==> config.mk <==
export PLATFORM = sky130hd
export DESIGN_NAME = jk_bank_ctrl
export DESIGN_NICKNAME = d
export VERILOG_FILES = /design/src/rtl/jk_bank_ctrl.sv
export SDC_FILE = /design/constraint.sdc
export NUM_CORES = 1
export LEC_CHECK = 0
export ABC_AREA = 1
export CAP_MARGIN = 25
export CORE_MARGIN = 2
export CORE_UTILIZATION = 40
export CTS_CLUSTER_SIZE = 40
export DETAILED_ROUTE_END_ITERATION = 10
export MAX_ROUTING_LAYER = met4
export PLACE_DENSITY = 0.73
export SLEW_MARGIN = 15
export SYNTH_ARGS = -nofsm -noshare
export SYNTH_HDL_FRONTEND = slang
export SYNTH_SLANG_ARGS = --single-unit
==> constraint.sdc <==
create_clock -name clk -period 1.85 [get_ports clk]
set_input_delay 0.37 -clock clk [delete_from_list [all_inputs] [get_ports clk]]
set_output_delay 0.37 -clock clk [all_outputs]
set_load 0.05 [all_outputs]
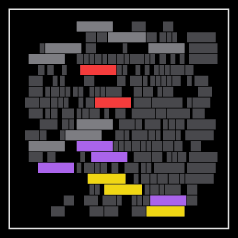
Figure 1: run 1, where the registers sit.
Scale: 4 px per um. Other sequential cells in the stronger grey, the rest of the logic in the fainter grey.
Red is `state`, placed flops 2. Yellow is `op`, placed flops 3. Purple is `data`, placed flops 4.
Another 8 sequential cells are not coloured.
fraction of area in registers: 26.14%
final core utilization: 67.70%
Sequential Power: 732 uW
register area: 430.4 sq um

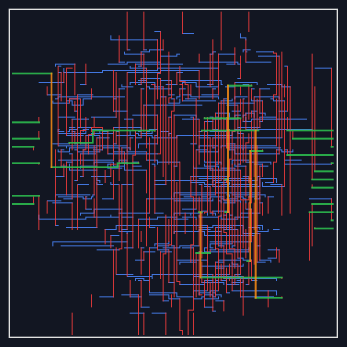
Figure 2: run 1, signal wires by layer.
Scale: 6 px per um.
Orange is met4, wire length 93.8 um. Blue is met1, wire length 1170 um. Red is met2, wire length 1540 um. Green is met3, wire length 147 um.
GR Util All Layers: 21.33%
Vias: 1131
routed len/inst: 13.56 um
total routed wirelength: 2943 um

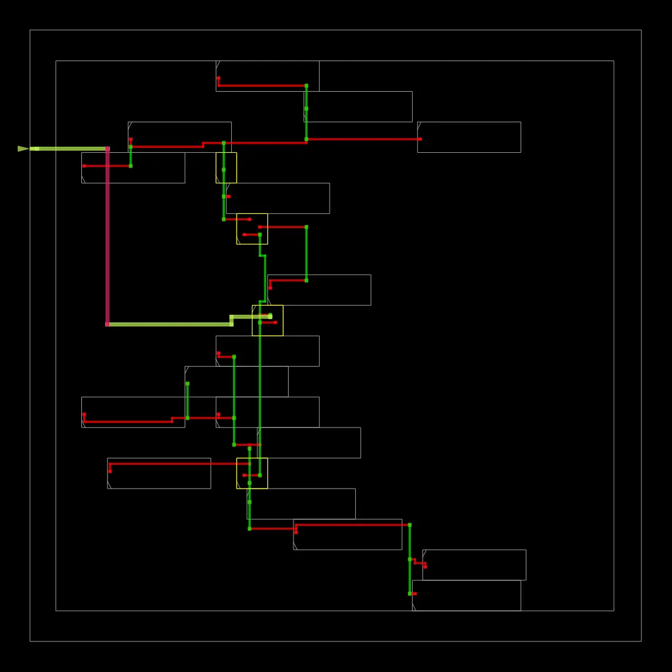
Figure 3: run 1, clock routing.
TritonCTS Sinks: 17
Clock Buffer Count: 3
Setup Skew: 0.002505 ns
TritonCTS buffer count: 3
clk_lat worst skew: 0.29 ns

==> results_slide.txt <==
Physical Implementation Snapshot

Synth
  • Cell count in the Yosys report: 142
  • Synthesized instance count: 142
  • Fa+ha+maj area frac: 1.230%
  • Syn_nets: 162
  • Synth warn: 0
  • Seq cells post-synth: 17
  • Post-synth area from yosys stat: 1017 sq um
  • Simple share: 34.44%
  • AO/OA Area Share: 13.41%
  • Mapped Area: 1017 sq um
  • Synth mux share: 0%
  • Distinct lib cells: 27
  • Average size of a mapped cell: 7.164 sq um
  • Synth logic family: simple AND/OR/NAND/NOR gates
  • Synth Seq Share: 41.94%
  • Yosys xor share: 0.8610%

Final timing
  • Final TNS setup: -0.8989 ns
  • Final WS setup: -0.1555 ns
  • Relative slew slack: 81.82%
  • Final Critical Period: 2.005 ns
  • WHS: 0.3919 ns
  • F_max: 0.4986 GHz
  • Final slew viol count: 0
  • RSZ-0062 raised after global routing: yes
  • Slew @ Worst Pin: 0.2706 ns
  • Cycle use final: 108.4%
  • Final Hold Violating Endpoints: 0
  • Final setup fails: 8

Final layout
  • Filler cell count: 205
  • Post-route insts no fill: 217
  • Final Cell Area: 1647 sq um
  • Multi-input logic area: 603.1 sq um
  • Layout cells sized above 1: 33.16%
  • Synth-to-layout area growth: 61.87%
  • Ant diodes: 0
  • Final Net Count: 208

Drt
  • Drt first pass iters: 4
  • Drc violations: 0
  • Final ANT Viol Nets: 0
  • 1st-iter DRT viols: 23
  • DR vias/cell: 5.212

Global route
  • First-pass GRT wire length: 4381 um
  • Initial antenna violation count: 0
  • GRT overflow: 0
  • Largest net degree at the start of global routing: 18
  • Vias in the first global route: 1070

Setup path
  • Flop2flop setup slack: 0.46 ns
  • Slowest stage delay, CP: 0.48 ns
  • CP endpoint kind: primary output
  • Worst Path Required: 1.48 ns
  • WP depth: 6
  • Family with the most delay on the worst path: flip-flops
  • Slowest-stage cell, CP: dfrtp_2
  • Worst path bufs/invs: 2
  • Critical path class: reg -> out
  • Arr. time, crit path: 1.64 ns
  • CP max FO: 4
  • Reg2Reg Depth: 8
  • Startpoint types: flop
  • Worst path cell trace: inv_4, nand2_1, nor2_4, a21oi_1, a31oi_2, buf_12

Clock tree
  • # hold bufs at CTS: 0
  • CTS H-tree depth: 1
  • Root buf cell: clkbuf_4
  • Clk pin slew, worst setup/hold paths: 0.10 ns
  • CTS tree: done
  • Clock Path Buffers: 2

Power and ir drop
  • Leak Pwr: 0.7834 nW
  • NetSw: 1.275 mW
  • IR drop worst, VDD: 0.0008435 V
  • Int Pwr: 1.259 mW
  • Sw frac: 50.32%
  • Power per cell area: 1539 nW/um^2
  • Combinational power share: 63.2%
  • Sequential share of power: 28.9%
  • Clk pwr share: 7.9%

Die
  • Boundary Pins: 31
  • Die height: 54.43 um
  • Die area: 2963 sq um
  • Core area: 2432 sq um
  • Fp util: 41.82%
  • Chip width: 54.43 um
  • Cell Rows: 18

Placed design
  • Port bufs: 30
  • Detailed placement HPWL: 2013 um
  • GPL Wtd Cong: 0.8544
  • Cell Area, Placed: 1468 sq um
  • Placed Cells: 204

Flow run
  • Max cap viols: 0
  • Number of OpenROAD warnings: 29

Outcome
  • Outcome: finished with violations
  • Failing checks: setup timing

Worst hold path
  • Worst hold path type: in -> async
## run 1: worst reg2reg max path: cells and delay by family (launching register included)
family / cells / cell delay, ns
flops: 1 / 0.42
buf+inv: 2 / 0.22
simple gates: 5 / 0.52
compound gates: 1 / 0.15
## run 1: synthesized netlist by cell type
cell	instances	area, sq um
nand2_2	3	18.77
nor3_2	1	10.01
a21oi_1	5	25.02
nand4_1	1	6.260
nor2_1	18	67.56
a31oi_1	3	18.77
nor2_2	3	18.77
dfstp_2	1	26.28
inv_2	4	15.01
nand4_2	1	12.51
nand2_1	42	157.7
a211oi_1	1	7.510
nand3b_1	1	7.510
buf_4	1	7.510
nand3_1	6	30.03
o21ai_2	1	8.760
nor3_1	1	5.000
a21o_1	1	7.510
a41oi_1	1	8.760
or2_2	1	6.260
nand3_2	1	10.01
xor2_1	1	8.760
dfrtp_1	16	400.4
o211ai_1	2	15.01
o21ai_0	9	45.04
inv_1	16	60.06
ha_1	1	12.51
## run 1: metal layers
metal  wire, um  vias to the layer above  track usage, %
met5          0                        -               -
li1           -                      549               -
met3        147                       11           2.732
met4         93                        0           10.83
met2       1535                       35           40.16
met1       1166                      536           21.24
## run 1: cells in the final DEF, fill, tap and decap left out, types with 2 or more instances in the layout
cell type	Yosys	final
a21oi_1	5	4
buf_12	0	8
buf_4	1	15
clkbuf_4	0	3
clkdlybuf4s50_1	0	16
dfrtp_1	16	13
dfrtp_2	0	3
inv_1	16	14
inv_2	4	3
inv_4	0	3
nand2_1	42	40
nand2_2	3	4
nand3_1	6	5
nand3_2	1	2
nor2_1	18	13
nor2_2	3	5
nor2_4	0	3
o211ai_1	2	2
o21ai_0	9	9
## run 1: cells by family (layout without fill, tap and decap cells)
group / Yosys count / after routing
compound gates: 23 / 23
xor+xnor: 1 / 1
fa+ha+maj: 1 / 1
buf+inv: 21 / 66
flops: 17 / 17
simple gates: 79 / 79
## run 1: per-stage QoR
step / total power, mW / worst slack [ns] / utilization (%)
2_1_floorplan: 1.598 / -0.0001648 / -
3_3_place_gp: 1.981 / -0.1417 / 60.34
3_5_place_dp: 2.025 / -0.1993 / 60.34
4_1_cts: 2.395 / -0.1174 / 65.17
5_1_grt: 2.722 / -0.2466 / 67.70
6_report: 2.533 / -0.1555 / 67.70
## run 1: final cells by class
| cell class | instances | share of cell area (%) |
|---|---|---|
| sequential | 17 | 26.14 |
| clock buffer | 3 | 1.368 |
| timing repair buffer | 42 | 28.27 |
| multi-input combinational | 104 | 36.63 |
| clock inverter | 1 | 0.3040 |
| tap | 30 | 2.280 |
| inverter | 20 | 5.015 |
## run 1: power groups by stage
| stage | Sequential (mW) | Combinational (mW) | Clock [mW] |
|---|---|---|---|
| finish | 0.732 | 1.60 | 0.200 |
| global route | 0.753 | 1.75 | 0.220 |
| CTS | 0.733 | 1.46 | 0.201 |
| detailed placement | 0.735 | 1.29 | 0 |
| global placement | 0.724 | 1.26 | 0 |
| floorplan | 0.850 | 0.747 | 0 |
## run 1: what timing repair did
action,4_1_cts,5_1_grt
endpoints found under the setup margin,8,8
gates resized,18,7
endpoints found under the hold margin,0,0
gates cloned,0,0
setup buffers,5,4
pin swaps,6,5
Power and IR drop assume default switching activity.
